`src/rtl/ram_arbiter_pkg.sv`:
```
// ---------------------------------------------------------------------------
// ram_arbiter_pkg
// Shared definitions for the RAM arbiter: controller state encoding and the
// requester identifiers used to index grant vectors and the round-robin
// pointer.
// ---------------------------------------------------------------------------
package ram_arbiter_pkg;

    // Controller states: one START cycle, optional zero-fill sweep, then RUN.
    typedef enum logic [1:0] {
        ST_START = 2'd0,
        ST_INIT  = 2'd1,
        ST_RUN   = 2'd2
    } state_t;

    // Requester IDs; also the bit positions inside a 2-bit grant/request vector.
    localparam logic REQ_FETCH = 1'b0;
    localparam logic REQ_DATA  = 1'b1;

endpackage

```
`src/rtl/ram_arbiter_rr_arbiter2.sv`:
```
// ---------------------------------------------------------------------------
// rr_arbiter2
// Two-way round-robin arbiter with a registered last-grant pointer.
// A single requester always wins; on a tie the requester that was not
// granted most recently wins. The pointer resets to REQ_DATA so the fetch
// side wins the very first tie.
//
// Ports:
//   Clock   in   rising-edge clock
//   Reset   in   asynchronous active-high reset
//   enable  in   1 = grants allowed this cycle
//   req     in   [1:0] request vector, bit REQ_FETCH / bit REQ_DATA
//   grant   out  [1:0] one-hot (or zero) grant, valid in the same cycle
// ---------------------------------------------------------------------------
module rr_arbiter2
    import ram_arbiter_pkg::*;
(
    input  logic       Clock,
    input  logic       Reset,
    input  logic       enable,
    input  logic [1:0] req,
    output logic [1:0] grant
);

    logic last;

    // NOTE: every output of a combinational block gets a default first so
    // no path leaves it unassigned, which would infer a latch.
    always_comb begin
        grant = 2'b00;
        if (enable) begin
            if (req == 2'b11) begin
                grant = (last == REQ_DATA) ? 2'b01 : 2'b10;
            end else begin
                grant = req;
            end
        end
    end

    // NOTE: sequential state is updated with non-blocking assignments so all
    // flops sample their inputs from the same pre-edge values.
    always_ff @(posedge Clock or posedge Reset) begin
        if (Reset) begin
            last <= REQ_DATA;
        end else if (grant != 2'b00) begin
            last <= grant[REQ_DATA] ? REQ_DATA : REQ_FETCH;
        end
    end

endmodule

```
`src/rtl/ram_arbiter.sv`:
```
// ---------------------------------------------------------------------------
// ram_arbiter
// Connects the instruction-fetch and data requesters to one single-port
// synchronous RAM. One access is granted per cycle (round-robin on ties);
// read data returns one cycle after the grant to the requester that owned
// the read, and is held afterwards. Optionally zero-fills the RAM after reset.
//
// Ports:
//   Clock, Reset                     clock / async active-high reset
//   B_Anfrage, B_Adresse             fetch read request and address
//   B_Bereit                         fetch request accepted this cycle
//   B_DatenGueltig, B_Daten          fetch read data pulse and data
//   D_Anfrage, D_Schreiben           data request, 1 = write
//   D_Adresse, D_DatenRein           data address and write data
//   D_Bereit                         data request accepted this cycle
//   D_DatenGueltig, D_Daten          data read data pulse and data
//   RAM_SchreibenAn, RAM_Adresse,
//   RAM_DatenRein                    RAM control, address, write data
//   RAM_DatenRaus                    RAM registered read data
// ---------------------------------------------------------------------------
module ram_arbiter
    import ram_arbiter_pkg::*;
#(
    parameter int WORDSIZE       = 32,
    parameter int WORDS          = 256,
    parameter int CLEAR_ON_RESET = 1,
    localparam int ADDRW         = (WORDS > 1) ? $clog2(WORDS) : 1
) (
    input  logic                Clock,
    input  logic                Reset,
    input  logic                B_Anfrage,
    input  logic [ADDRW-1:0]    B_Adresse,
    output logic                B_Bereit,
    output logic                B_DatenGueltig,
    output logic [WORDSIZE-1:0] B_Daten,
    input  logic                D_Anfrage,
    input  logic                D_Schreiben,
    input  logic [ADDRW-1:0]    D_Adresse,
    input  logic [WORDSIZE-1:0] D_DatenRein,
    output logic                D_Bereit,
    output logic                D_DatenGueltig,
    output logic [WORDSIZE-1:0] D_Daten,
    output logic                RAM_SchreibenAn,
    output logic [ADDRW-1:0]    RAM_Adresse,
    output logic [WORDSIZE-1:0] RAM_DatenRein,
    input  logic [WORDSIZE-1:0] RAM_DatenRaus
);

    localparam logic [ADDRW-1:0] LAST_ADDR = ADDRW'(WORDS - 1);

    state_t              state, state_next;
    logic [ADDRW-1:0]    clr_cnt;
    logic [1:0]          grant;
    logic                b_pend, d_pend;     // read issued last cycle, data arriving now
    logic [WORDSIZE-1:0] b_hold, d_hold;

    // -----------------------------------------------------------------------
    // Arbitration: grants only exist in RUN, so START/INIT/reset keep both
    // Bereit low without extra gating.
    // -----------------------------------------------------------------------
    rr_arbiter2 u_rr (
        .Clock  (Clock),
        .Reset  (Reset),
        .enable (state == ST_RUN),
        .req    ({D_Anfrage, B_Anfrage}),
        .grant  (grant)
    );

    assign B_Bereit = grant[REQ_FETCH];
    assign D_Bereit = grant[REQ_DATA];

    // -----------------------------------------------------------------------
    // Controller FSM
    // -----------------------------------------------------------------------
    always_ff @(posedge Clock or posedge Reset) begin
        if (Reset) begin
            state <= ST_START;
        end else begin
            state <= state_next;
        end
    end

    always_comb begin
        state_next = state;
        case (state)
            ST_START: state_next = (CLEAR_ON_RESET != 0) ? ST_INIT : ST_RUN;
            ST_INIT:  if (clr_cnt == LAST_ADDR) state_next = ST_RUN;
            ST_RUN:   state_next = ST_RUN;
            default:  state_next = ST_START;
        endcase
    end

    // Sweep counter: wraps back to 0 on the last address so a later reset
    // and a completed sweep both leave it at 0.
    always_ff @(posedge Clock or posedge Reset) begin
        if (Reset) begin
            clr_cnt <= '0;
        end else if (state == ST_INIT) begin
            clr_cnt <= (clr_cnt == LAST_ADDR) ? '0 : clr_cnt + 1'b1;
        end
    end

    // -----------------------------------------------------------------------
    // RAM port mux. Idle RUN cycles and START drive all zeros; the resulting
    // read of address 0 is ignored because no pending flag is raised.
    // -----------------------------------------------------------------------
    always_comb begin
        RAM_SchreibenAn = 1'b0;
        RAM_Adresse     = '0;
        RAM_DatenRein   = '0;
        case (state)
            ST_INIT: begin
                RAM_SchreibenAn = 1'b1;
                RAM_Adresse     = clr_cnt;
            end
            ST_RUN: begin
                if (grant[REQ_FETCH]) begin
                    RAM_Adresse = B_Adresse;
                end else if (grant[REQ_DATA]) begin
                    RAM_SchreibenAn = D_Schreiben;
                    RAM_Adresse     = D_Adresse;
                    RAM_DatenRein   = D_DatenRein;
                end
            end
            default: ;
        endcase
    end

    // -----------------------------------------------------------------------
    // Read return path: the RAM answers one cycle after the read grant, so
    // the owner is remembered for one cycle and its data is captured into a
    // hold register at the end of that response cycle.
    // -----------------------------------------------------------------------
    always_ff @(posedge Clock or posedge Reset) begin
        if (Reset) begin
            b_pend <= 1'b0;
            d_pend <= 1'b0;
            b_hold <= '0;
            d_hold <= '0;
        end else begin
            b_pend <= grant[REQ_FETCH];
            d_pend <= grant[REQ_DATA] & ~D_Schreiben;
            if (b_pend) b_hold <= RAM_DatenRaus;
            if (d_pend) d_hold <= RAM_DatenRaus;
        end
    end

    assign B_DatenGueltig = b_pend;
    assign D_DatenGueltig = d_pend;
    assign B_Daten        = b_pend ? RAM_DatenRaus : b_hold;
    assign D_Daten        = d_pend ? RAM_DatenRaus : d_hold;

endmodule

```
`config.mk`:
```
export PLATFORM = sky130hd
export DESIGN_NAME = ram_arbiter
export DESIGN_NICKNAME = d
export VERILOG_FILES = /design/src/rtl/ram_arbiter_pkg.sv /design/src/rtl/ram_arbiter_rr_arbiter2.sv /design/src/rtl/ram_arbiter.sv
export SDC_FILE = /design/constraint.sdc
export NUM_CORES = 1
export LEC_CHECK = 0
export CELL_PAD_IN_SITES_DETAIL_PLACEMENT = 1
export CELL_PAD_IN_SITES_GLOBAL_PLACEMENT = 1
export CORE_AREA = 2 2 118 120
export CTS_CLUSTER_DIAMETER = 30
export DETAILED_ROUTE_END_ITERATION = 8
export DIE_AREA = 0 0 120 122
export GPL_TIMING_DRIVEN = 0
export PLACE_DENSITY = 0.82
export SYNTH_ARGS = -nofsm -noshare
export SYNTH_HDL_FRONTEND = slang
export SYNTH_SLANG_ARGS = --single-unit
```
`constraint.sdc`:
```
create_clock -name Clock -period 2.16 [get_ports Clock]
set_input_delay 0.216 -clock Clock [delete_from_list [all_inputs] [get_ports Clock]]
set_output_delay 0.216 -clock Clock [all_outputs]
set_load 0.1 [all_outputs]
```
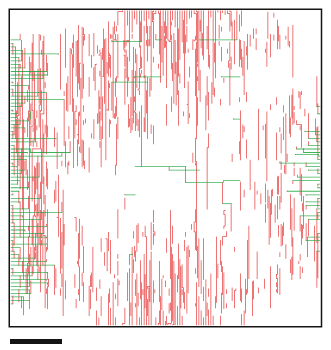
(images/wires.png)
Scale bar: 20 um. Two of the layers only.
metal 3: drawn in green, wire length 812 um. metal 2: drawn in red, wire length 6,320 um.

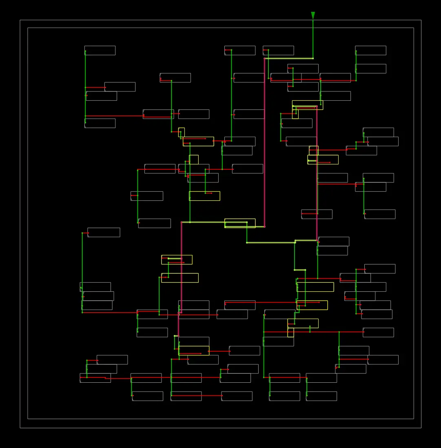
(images/clocks.png)
clk sinks: 77
Skew-Pair Late Insertion Delay: 0.33 ns
Layout clock buffers: 9

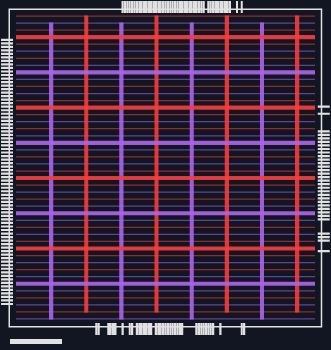
(images/power_grid.png)
Scale bar: 20 um. Pins as bars on the die edge.
VSS: drawn in purple. VDD: drawn in red.
8 straps on met5. 44 met1 rails follow the rows. The core has 43 rows. 194 signal pins sit on the boundary. 8 straps on met4.

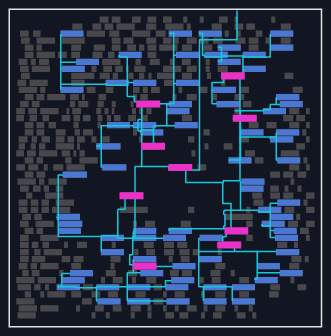
(images/clk_routes.png)
flip-flops: drawn in blue, count 77. clock drivers: drawn in magenta, count 9. clock wires: drawn in cyan, length 1,040 um.
There are 10 routed clock nets.
clock network fraction of design power: 49.0%
Worst Clk Skew: 0.00686 ns
clk pwr: 1.58 mW

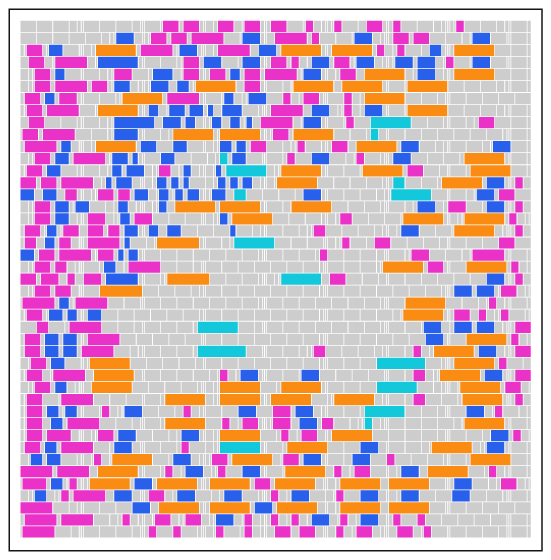
(images/placement_by_type.png)
Fill, decap, tap and diode cells in gray.
flops: drawn in orange, cells 77, share of their area 33%. combinational and other logic: drawn in blue, cells 161, share of their area 26%. other buffers and delay cells: drawn in magenta, cells 210, share of their area 36%. clock drivers and dummy loads: drawn in cyan, cells 16, share of their area 5.4%.

## timing repair
item                                    4_1_cts  5_1_grt
buffers inserted                              2        1
resized                                     637       83
pin swaps                                     3        6
endpoints found under the setup margin      107       83
## kinds of logic after synthesis
| logic type | Yosys count |
|---|---|
| compound gates | 19 |
| xor+xnor | 3 |
| fa+ha+maj | 4 |
| buf+inv | 20 |
| flops | 77 |
| mux | 68 |
| simple gates | 61 |
## worst paths after layout
check                                  to  slack, ns  cells past startpoint
max                        RAM_Adresse[6]      -0.03                      7
min                            b_hold[30]       0.37                      2
max reg2reg                      state[0]       0.54                      4
min reg2reg                     b_hold[8]       0.48                      1
max in group asynchronous       b_hold[1]       1.10                      3
min in group Clock              b_hold[8]       0.48                      1
## cell usage in the layout (no fill, tap or decap), drive strengths merged
cell / netlist / routed
or3: 1 / 1
a41oi: 1 / 1
nor4: 1 / 1
mux2i: 2 / 2
and3: 8 / 8
nand3: 5 / 5
clkinv: 0 / 3
o21bai: 1 / 1
ha: 4 / 4
inv: 6 / 5
nor2b: 1 / 1
xor2: 1 / 1
o21ai: 2 / 2
and2: 33 / 33
or3b: 1 / 1
a211o: 1 / 1
dfrtp: 76 / 76
a21o: 1 / 1
clkinvlp: 0 / 3
a41o: 1 / 1
nand4: 1 / 1
a211oi: 1 / 1
nand2b: 1 / 1
o211ai: 1 / 1
nor2: 1 / 1
xnor2: 2 / 2
a21oi: 2 / 2
clkdlybuf4s15: 0 / 4
buf: 10 / 108
clkdlybuf4s50: 0 / 86
nor3: 1 / 1
dfstp: 1 / 1
and4: 1 / 1
clkbuf: 4 / 21
bufinv: 0 / 2
mux2: 66 / 66
nand2: 6 / 6
a221o: 7 / 7
a22o: 1 / 1
## flip-flops by register name, summed over array words and instances, names as in the netlist
name,count
B_DatenGueltig,1
D_DatenGueltig,1
b_hold,32
clr_cnt,8
d_hold,32
state,2
u_rr.last,1
## power breakdown
| group | switching (mW) | total (mW) | internal, mW |
|---|---|---|---|
| Sequential | 0 | 1.44 | 1.44 |
| Combinational | 0.0639 | 0.202 | 0.138 |
| Clock | 0.579 | 1.58 | 1.00 |
| Total | 0.642 | 3.23 | 2.59 |
## cell type report
type / instances / share of cell area, %
Buffer: 13 / 1.76
Clock buffer: 9 / 3.68
Clock inverter: 7 / 1.47
Inverter: 6 / 0.471
Multi-Input combinational cell: 155 / 24.3
Sequential cell: 77 / 31.6
Tap cell: 180 / 3.68
Timing Repair Buffer: 197 / 33.0
## per-stage QoR
step                 TNS, ns  setup WS (ns)
finish               -0.0300        -0.0251
global route          -0.614        -0.0954
global placement      -52.63         -0.799
detailed placement    -54.87         -0.966
CTS                 -0.00856       -0.00847
floorplan                  0         0.0224
## layer usage
metal / global-route usage, % / up-vias / routed length [um] / part of all wire, %
li1: - / 1300 / - / -
met1: 16.7 / 1414 / 4080 / 36
met2: 29.6 / 129 / 6320 / 56
met3: 3.89 / 10 / 812 / 7.1
met4: 5.96 / 0 / 139 / 1.2
met5: 0 / - / 0 / 0
==> changes_impl.md <==
### Metrics

- Outcome: finished, violations left
- Failing checks: negative setup slack
- Crit path cell chain: inv_2 > ha_4 > inv_4 > a211oi_4 > buf_12 > a221o_2 > buf_12
- Fin area: 0.00611 sq mm
- Post-synth ARST share: 100%
- GRT Resource Usage Total: 15.6%
- Cell area leaders: dfrtp_1, mux2_2, and2_1
- Worst Tran Pin Value: 1.01 ns
- Setup slack after layout: -0.0251 ns
- Gpl congestion: around 0.75
- Core Area: between 0.01 and 0.015 sq mm
- Clk slew on worst S/H paths: ~0.060 ns
- Setup Viol. Count Final: 2
- Largest net degree at the start of global routing: 45
- Placed cells: between 600 and 700
- # Cells Yosys: around 250
- Post-Layout Cell Count: around 640
- Total Wirelength: approximately 11,000 um
- Setup crit end kind: output pin
- Initial antenna violation count: 0
- First-pass GRT wire length: approximately 18,000 um
- Flip-flops with a built-in enable: 0
Power figures rest on the tool's default switching activity, not on a simulated workload.
